==> images/wires.png <==
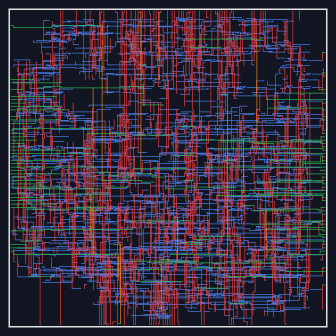
==> images/logic_types.png <==
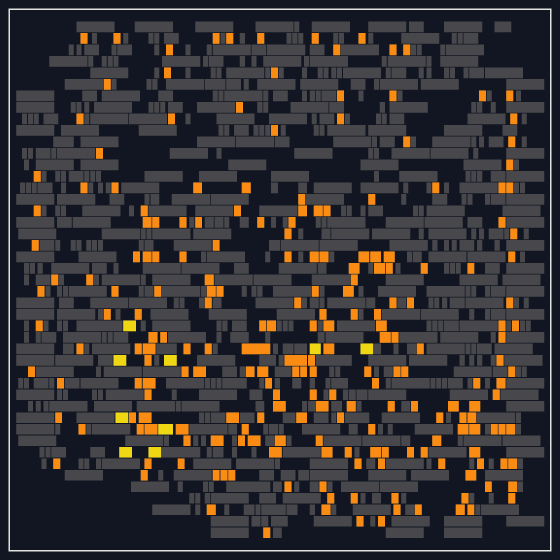
==> images/io_fan.png <==
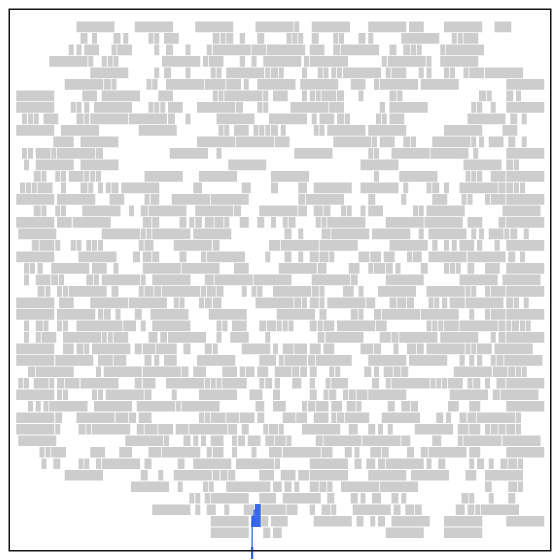
## src/rtl/rv_decode_if.sv

```systemverilog
// Handshake and data bundle between fetch, the decode stage and register-read.
// The stage sits on the slave side. The producer/consumer pair sits on the master side.
interface rv_decode_if #(
  parameter int XLEN = 32,
  parameter int PC_W = XLEN
);
  // Upstream (fetch) side
  logic            flush;
  logic            in_valid;
  logic            in_ready;
  logic [31:0]     in_instr;
  logic [PC_W-1:0] in_pc;

  // Downstream (register-read / execute) side
  logic            out_valid;
  logic            out_ready;
  logic [PC_W-1:0] out_pc;
  logic [4:0]      out_opcode;
  logic [2:0]      out_funct3;
  logic [6:0]      out_funct7;
  logic [4:0]      out_rd;
  logic            out_rd_valid;
  logic [4:0]      out_rs1;
  logic            out_rs1_valid;
  logic [4:0]      out_rs2;
  logic            out_rs2_valid;
  logic [XLEN-1:0] out_imm;
  logic [2:0]      out_fmt;
  logic            out_error;

  modport slave (
    input  flush, in_valid, in_instr, in_pc, out_ready,
    output in_ready, out_valid, out_pc, out_opcode, out_funct3, out_funct7,
           out_rd, out_rd_valid, out_rs1, out_rs1_valid, out_rs2, out_rs2_valid,
           out_imm, out_fmt, out_error
  );

  modport master (
    output flush, in_valid, in_instr, in_pc, out_ready,
    input  in_ready, out_valid, out_pc, out_opcode, out_funct3, out_funct7,
           out_rd, out_rd_valid, out_rs1, out_rs1_valid, out_rs2, out_rs2_valid,
           out_imm, out_fmt, out_error
  );
endinterface

```

## src/rtl/rv_decode_stage.sv

```systemverilog
// RV32I/RV64I decode pipeline stage.
// Decode is combinational on the incoming word and is captured at acceptance.
// Storage is one output register backed by one skid entry, so in_ready comes
// straight from a flop.
module rv_decode_stage #(
  parameter int XLEN = 32,
  parameter int PC_W = XLEN
) (
  input  logic          clk,
  input  logic          rst,
  rv_decode_if.slave    bus
);

  localparam logic [2:0] FMT_R    = 3'd0;
  localparam logic [2:0] FMT_I    = 3'd1;
  localparam logic [2:0] FMT_S    = 3'd2;
  localparam logic [2:0] FMT_B    = 3'd3;
  localparam logic [2:0] FMT_U    = 3'd4;
  localparam logic [2:0] FMT_J    = 3'd5;
  localparam logic [2:0] FMT_NONE = 3'd7;

  localparam logic [4:0] OP_LOAD     = 5'b00000;
  localparam logic [4:0] OP_MISC_MEM = 5'b00011;
  localparam logic [4:0] OP_OP_IMM   = 5'b00100;
  localparam logic [4:0] OP_AUIPC    = 5'b00101;
  localparam logic [4:0] OP_OP_IMM32 = 5'b00110;
  localparam logic [4:0] OP_STORE    = 5'b01000;
  localparam logic [4:0] OP_OP       = 5'b01100;
  localparam logic [4:0] OP_LUI      = 5'b01101;
  localparam logic [4:0] OP_OP32     = 5'b01110;
  localparam logic [4:0] OP_BRANCH   = 5'b11000;
  localparam logic [4:0] OP_JALR     = 5'b11001;
  localparam logic [4:0] OP_JAL      = 5'b11011;
  localparam logic [4:0] OP_SYSTEM   = 5'b11100;

  typedef struct packed {
    logic [PC_W-1:0] pc;
    logic [4:0]      opcode;
    logic [2:0]      funct3;
    logic [6:0]      funct7;
    logic [4:0]      rd;
    logic            rd_valid;
    logic [4:0]      rs1;
    logic            rs1_valid;
    logic [4:0]      rs2;
    logic            rs2_valid;
    logic [XLEN-1:0] imm;
    logic [2:0]      fmt;
    logic            error;
  } dec_t;

  dec_t        dec;
  dec_t        out_q;
  dec_t        skid_q;
  logic        out_valid_q;
  logic        skid_valid_q;
  logic        legal;
  logic [31:0] w;

  assign w = bus.in_instr;

  // Combinational decode of the presented instruction word
  always_comb begin
    // NOTE: every field gets a default before the case, so no path leaves a
    // variable unassigned and no latch is inferred.
    dec           = '0;
    legal         = 1'b1;
    dec.pc        = bus.in_pc;
    dec.opcode    = w[6:2];
    dec.funct3    = w[14:12];
    dec.funct7    = w[31:25];
    dec.rd        = w[11:7];
    dec.rs1       = w[19:15];
    dec.rs2       = w[24:20];
    dec.fmt       = FMT_NONE;

    case (w[6:2])
      OP_LOAD, OP_OP_IMM, OP_JALR: begin
        dec.fmt = FMT_I; dec.rd_valid = 1'b1; dec.rs1_valid = 1'b1;
      end
      OP_MISC_MEM: dec.fmt = FMT_I;
      OP_AUIPC, OP_LUI: begin
        dec.fmt = FMT_U; dec.rd_valid = 1'b1;
      end
      OP_OP_IMM32: begin
        if (XLEN == 64) begin
          dec.fmt = FMT_I; dec.rd_valid = 1'b1; dec.rs1_valid = 1'b1;
        end else begin
          legal = 1'b0;
        end
      end
      OP_STORE: begin
        dec.fmt = FMT_S; dec.rs1_valid = 1'b1; dec.rs2_valid = 1'b1;
      end
      OP_OP: begin
        dec.fmt = FMT_R; dec.rd_valid = 1'b1;
        dec.rs1_valid = 1'b1; dec.rs2_valid = 1'b1;
      end
      OP_OP32: begin
        if (XLEN == 64) begin
          dec.fmt = FMT_R; dec.rd_valid = 1'b1;
          dec.rs1_valid = 1'b1; dec.rs2_valid = 1'b1;
        end else begin
          legal = 1'b0;
        end
      end
      OP_BRANCH: begin
        dec.fmt = FMT_B; dec.rs1_valid = 1'b1; dec.rs2_valid = 1'b1;
      end
      OP_JAL: begin
        dec.fmt = FMT_J; dec.rd_valid = 1'b1;
      end
      OP_SYSTEM: begin
        dec.fmt       = FMT_I;
        dec.rd_valid  = 1'b1;
        dec.rs1_valid = (w[14:12] == 3'b001) || (w[14:12] == 3'b010) ||
                        (w[14:12] == 3'b011);
      end
      default: legal = 1'b0;
    endcase

    // Compressed / non-32-bit encodings are not supported here
    if (w[1:0] != 2'b11) legal = 1'b0;

    if (!legal) begin
      dec.fmt       = FMT_NONE;
      dec.rd_valid  = 1'b0;
      dec.rs1_valid = 1'b0;
      dec.rs2_valid = 1'b0;
    end
    dec.error = !legal;

    // x0 is never a real write target
    if (w[11:7] == 5'd0) dec.rd_valid = 1'b0;

    case (dec.fmt)
      FMT_I:   dec.imm = {{(XLEN-12){w[31]}}, w[31:20]};
      FMT_S:   dec.imm = {{(XLEN-12){w[31]}}, w[31:25], w[11:7]};
      FMT_B:   dec.imm = {{(XLEN-13){w[31]}}, w[31], w[7], w[30:25], w[11:8], 1'b0};
      FMT_U:   dec.imm = {{(XLEN-32){w[31]}}, w[31:12], 12'b0};
      FMT_J:   dec.imm = {{(XLEN-21){w[31]}}, w[31], w[19:12], w[20], w[30:21], 1'b0};
      default: dec.imm = '0;
    endcase
  end

  logic accept;
  logic out_load;

  assign accept   = bus.in_valid && bus.in_ready;
  assign out_load = !out_valid_q || bus.out_ready;

  // Output register plus skid entry; flush beats both accept and drain
  always_ff @(posedge clk or posedge rst) begin
    // NOTE: the decoded payload is reset as well as the valid bits, because
    // the outputs must read zero after reset and not only be marked invalid.
    if (rst) begin
      out_q        <= '0;
      skid_q       <= '0;
      out_valid_q  <= 1'b0;
      skid_valid_q <= 1'b0;
    end else if (bus.flush) begin
      out_valid_q  <= 1'b0;
      skid_valid_q <= 1'b0;
    end else if (out_load) begin
      // in_ready is low whenever the skid is full, so accept and a full skid
      // never coincide here.
      // NOTE: state updates use non-blocking assignments so every flop sees
      // the pre-edge values of the others regardless of statement order.
      if (skid_valid_q) begin
        out_q        <= skid_q;
        out_valid_q  <= 1'b1;
        skid_valid_q <= 1'b0;
      end else if (accept) begin
        out_q        <= dec;
        out_valid_q  <= 1'b1;
      end else begin
        out_valid_q  <= 1'b0;
      end
    end else if (accept) begin
      skid_q       <= dec;
      skid_valid_q <= 1'b1;
    end
  end

  assign bus.in_ready      = !skid_valid_q;
  assign bus.out_valid     = out_valid_q;
  assign bus.out_pc        = out_q.pc;
  assign bus.out_opcode    = out_q.opcode;
  assign bus.out_funct3    = out_q.funct3;
  assign bus.out_funct7    = out_q.funct7;
  assign bus.out_rd        = out_q.rd;
  assign bus.out_rd_valid  = out_q.rd_valid;
  assign bus.out_rs1       = out_q.rs1;
  assign bus.out_rs1_valid = out_q.rs1_valid;
  assign bus.out_rs2       = out_q.rs2;
  assign bus.out_rs2_valid = out_q.rs2_valid;
  assign bus.out_imm       = out_q.imm;
  assign bus.out_fmt       = out_q.fmt;
  assign bus.out_error     = out_q.error;

endmodule

```

## src/flat_wrapper.sv

```systemverilog
// flat-port wrapper written by rule: the top's interface ports become plain ports
module rv_decode_stage_flat 
#(
  parameter int XLEN = 32,
  parameter int PC_W = XLEN
)
  (clk, rst, bus_flush, bus_in_valid, bus_in_instr, bus_in_pc, bus_out_ready, bus_in_ready, bus_out_valid, bus_out_pc, bus_out_opcode, bus_out_funct3, bus_out_funct7, bus_out_rd, bus_out_rd_valid, bus_out_rs1, bus_out_rs1_valid, bus_out_rs2, bus_out_rs2_valid, bus_out_imm, bus_out_fmt, bus_out_error);
  rv_decode_if #(.XLEN(XLEN), .PC_W(PC_W)) bus_i ();
  input  logic clk;
  input  logic rst;
  input wire logic [$bits(bus_i.flush)-1:0] bus_flush;
  input wire logic [$bits(bus_i.in_valid)-1:0] bus_in_valid;
  input wire logic [$bits(bus_i.in_instr)-1:0] bus_in_instr;
  input wire logic [$bits(bus_i.in_pc)-1:0] bus_in_pc;
  input wire logic [$bits(bus_i.out_ready)-1:0] bus_out_ready;
  output wire logic [$bits(bus_i.in_ready)-1:0] bus_in_ready;
  output wire logic [$bits(bus_i.out_valid)-1:0] bus_out_valid;
  output wire logic [$bits(bus_i.out_pc)-1:0] bus_out_pc;
  output wire logic [$bits(bus_i.out_opcode)-1:0] bus_out_opcode;
  output wire logic [$bits(bus_i.out_funct3)-1:0] bus_out_funct3;
  output wire logic [$bits(bus_i.out_funct7)-1:0] bus_out_funct7;
  output wire logic [$bits(bus_i.out_rd)-1:0] bus_out_rd;
  output wire logic [$bits(bus_i.out_rd_valid)-1:0] bus_out_rd_valid;
  output wire logic [$bits(bus_i.out_rs1)-1:0] bus_out_rs1;
  output wire logic [$bits(bus_i.out_rs1_valid)-1:0] bus_out_rs1_valid;
  output wire logic [$bits(bus_i.out_rs2)-1:0] bus_out_rs2;
  output wire logic [$bits(bus_i.out_rs2_valid)-1:0] bus_out_rs2_valid;
  output wire logic [$bits(bus_i.out_imm)-1:0] bus_out_imm;
  output wire logic [$bits(bus_i.out_fmt)-1:0] bus_out_fmt;
  output wire logic [$bits(bus_i.out_error)-1:0] bus_out_error;
  assign bus_i.flush = bus_flush;
  assign bus_i.in_valid = bus_in_valid;
  assign bus_i.in_instr = bus_in_instr;
  assign bus_i.in_pc = bus_in_pc;
  assign bus_i.out_ready = bus_out_ready;
  assign bus_in_ready = bus_i.in_ready;
  assign bus_out_valid = bus_i.out_valid;
  assign bus_out_pc = bus_i.out_pc;
  assign bus_out_opcode = bus_i.out_opcode;
  assign bus_out_funct3 = bus_i.out_funct3;
  assign bus_out_funct7 = bus_i.out_funct7;
  assign bus_out_rd = bus_i.out_rd;
  assign bus_out_rd_valid = bus_i.out_rd_valid;
  assign bus_out_rs1 = bus_i.out_rs1;
  assign bus_out_rs1_valid = bus_i.out_rs1_valid;
  assign bus_out_rs2 = bus_i.out_rs2;
  assign bus_out_rs2_valid = bus_i.out_rs2_valid;
  assign bus_out_imm = bus_i.out_imm;
  assign bus_out_fmt = bus_i.out_fmt;
  assign bus_out_error = bus_i.out_error;
  rv_decode_stage #(.XLEN(XLEN), .PC_W(PC_W)) u_core (.clk(clk), .rst(rst), .bus(bus_i));
endmodule
```

## config.mk

```make
export PLATFORM = sky130hd
export DESIGN_NAME = rv_decode_stage_flat
export DESIGN_NICKNAME = d
export VERILOG_FILES = /design/src/rtl/rv_decode_if.sv /design/src/rtl/rv_decode_stage.sv /design/src/flat_wrapper.sv
export SDC_FILE = /design/constraint.sdc
export NUM_CORES = 1
export LEC_CHECK = 0
export CORE_UTILIZATION = 57
export DETAILED_ROUTE_END_ITERATION = 12
export DONT_BUFFER_PORTS = 1
export PLACE_DENSITY = 0.77
export SLEW_MARGIN = 10
export SYNTH_ARGS = -nofsm -noshare
export SYNTH_HDL_FRONTEND = slang
export SYNTH_SLANG_ARGS = --single-unit
```

## constraint.sdc

```tcl
create_clock -name clk -period 8.1 [get_ports clk]
set_clock_uncertainty 0.2 [all_clocks]
set_input_delay 2.025 -clock clk [delete_from_list [all_inputs] [get_ports clk]]
set_output_delay 2.025 -clock clk [all_outputs]
set_load 0.01 [all_outputs]
```

==> CHANGELOG.md <==
## Implementation

- P_seq: 0.00133 W
- Most frequent cell after synthesis: nand2_1
- Max Cap Viol: 0
- Final GP Congestion: 0.7639
- Combinational Power: 0.000251 W
- GR Layer Usage met2: 0.4252
- Clock buffer depth: 3
- Post-synth EDFFs: 0
- Max reg flops: 101
- Min-delay worst type: flip-flop to flip-flop
- Synth cell types: 49
- Avg Synthesized Cell Area: 9.427 sq um
- Worst-path clk slew: 0.06 ns
- WHS: 0.2704 ns
- Worst path depth: 1
- Power Density: 261.6 mW/mm^2
- Routed wl met3: 1987 um
- Synth cell count leaders: 296 x nand2_1, 204 x dfrtp_1, 91 x o21ai_1, 62 x mux2i_1, 49 x a21oi_1
- Post-route clock period utilization: 0.5097
- Final hold viol count: 0
- GR peak layer: met2
- Synth warn: 0
- Post-synthesis instance total: 956
- Crit path to: bus_in_ready
- Biggest register: u_core.skid_q
- Initial antenna violation count: 0
- Hold EP: u_core.skid_q[5]$_DFFE_PP0P_
- HP Start: u_core.skid_q[5]$_DFFE_PP0P_
- Count of cells resized by post-cts repair: 0
- CP max-delay cell: dfrtp_4
- WP data arrival: 1.90 ns
- Flop count: 204
- VDD IR max: 0.1918 mV
- Seq area share: 0.5240
- Slew Limit Headroom: 0.2733
- Final WS setup: 3.971 ns
- CTS Buf Count: 22
- Pre-Repair DR Iteration Count: 5
- Met1 usage: 0.3580
- Pre-CTS setup slack: 3.536 ns
- Static Leak: 4.387 nW
- Reg2Reg Depth: 7
- Area leader share: 0.5664
- Clock buffer cells: 33
- # Cells Yosys: 956
- Aoi share: 0.1454
- Largest class: registers
- Via/cell ratio: 5.816
- Cell taking the most area after synthesis: dfrtp_1
- P_clk: 0.000966 W
- Largest cells by area: dfrtp_1 57%, nand2_1 12%, mux2i_1 6.9%
- Number of diodes: 0
- Mapped cell area: 0.009012 sq mm
- Reg2Reg Capture Point: u_core.skid_q[34]$_DFFE_PP0P_
- Non-clk buf share: 0.004620
- Comb area leader: simple AND/OR/NAND/NOR gates
- DRT met1 WL: 8996 um
- Outcome: finished clean
- Setup repair bufs after CTS: 0
- Critical path class: flip-flop to primary output
- Multi-input gates: 678
- Flop area: 0.005109 sq mm
- Number of nets in the layout: 984
- Hold Crit Depth: 2
- Area reported by Yosys stat: 0.009012 sq mm
- Post-layout minimum cycle time: 4.129 ns
- Initial DRC count: 521
- Overall power: 0.002551 W
- Main synth FF type: dfrtp_1
- Area growth from synthesis to layout: 8.177%
- Seq pwr share: 0.523
- Signal buffers: 6
- Nonclk inv count: 3
- Clock Tree Root: clkbuf_16
- Comb area: 0.003630 sq mm
- R2r setup slk: 4.33 ns
- Dpl cells: 1102
## Picture notes: wires.png
| layer | colour | wire length |
|---|---|---|
| metal 1 | blue | 9000 um |
| metal 3 | green | 1990 um |
| metal 4 | orange | 467 um |
| metal 2 | red | 10100 um |
Routed wire per std cell: 18.94 um
via count: 6619
final WL: 21550 um
GRT Overall Usage: 0.2684

## Picture notes: logic_types.png
| family | colour | cells |
|---|---|---|
| inverting AOI/OAI gates | orange | 216 |
| AND-OR and OR-AND gates | yellow | 9 |
Post-Layout Cell Count: 1138
most frequent logic cell in the layout: nand2_1
Comb area share: 0.3723

## Picture notes: io_fan.png
| port | colour | direction | edge | end cells | buffers | wire |
|---|---|---|---|---|---|---|
| bus_in_valid | blue | input | south | 2 | 0 | 9.90 um |
io pins: 172
quantity of I/O buffers inserted on ports: 0

Power figures rest on the tool's default switching activity, not on a simulated workload.
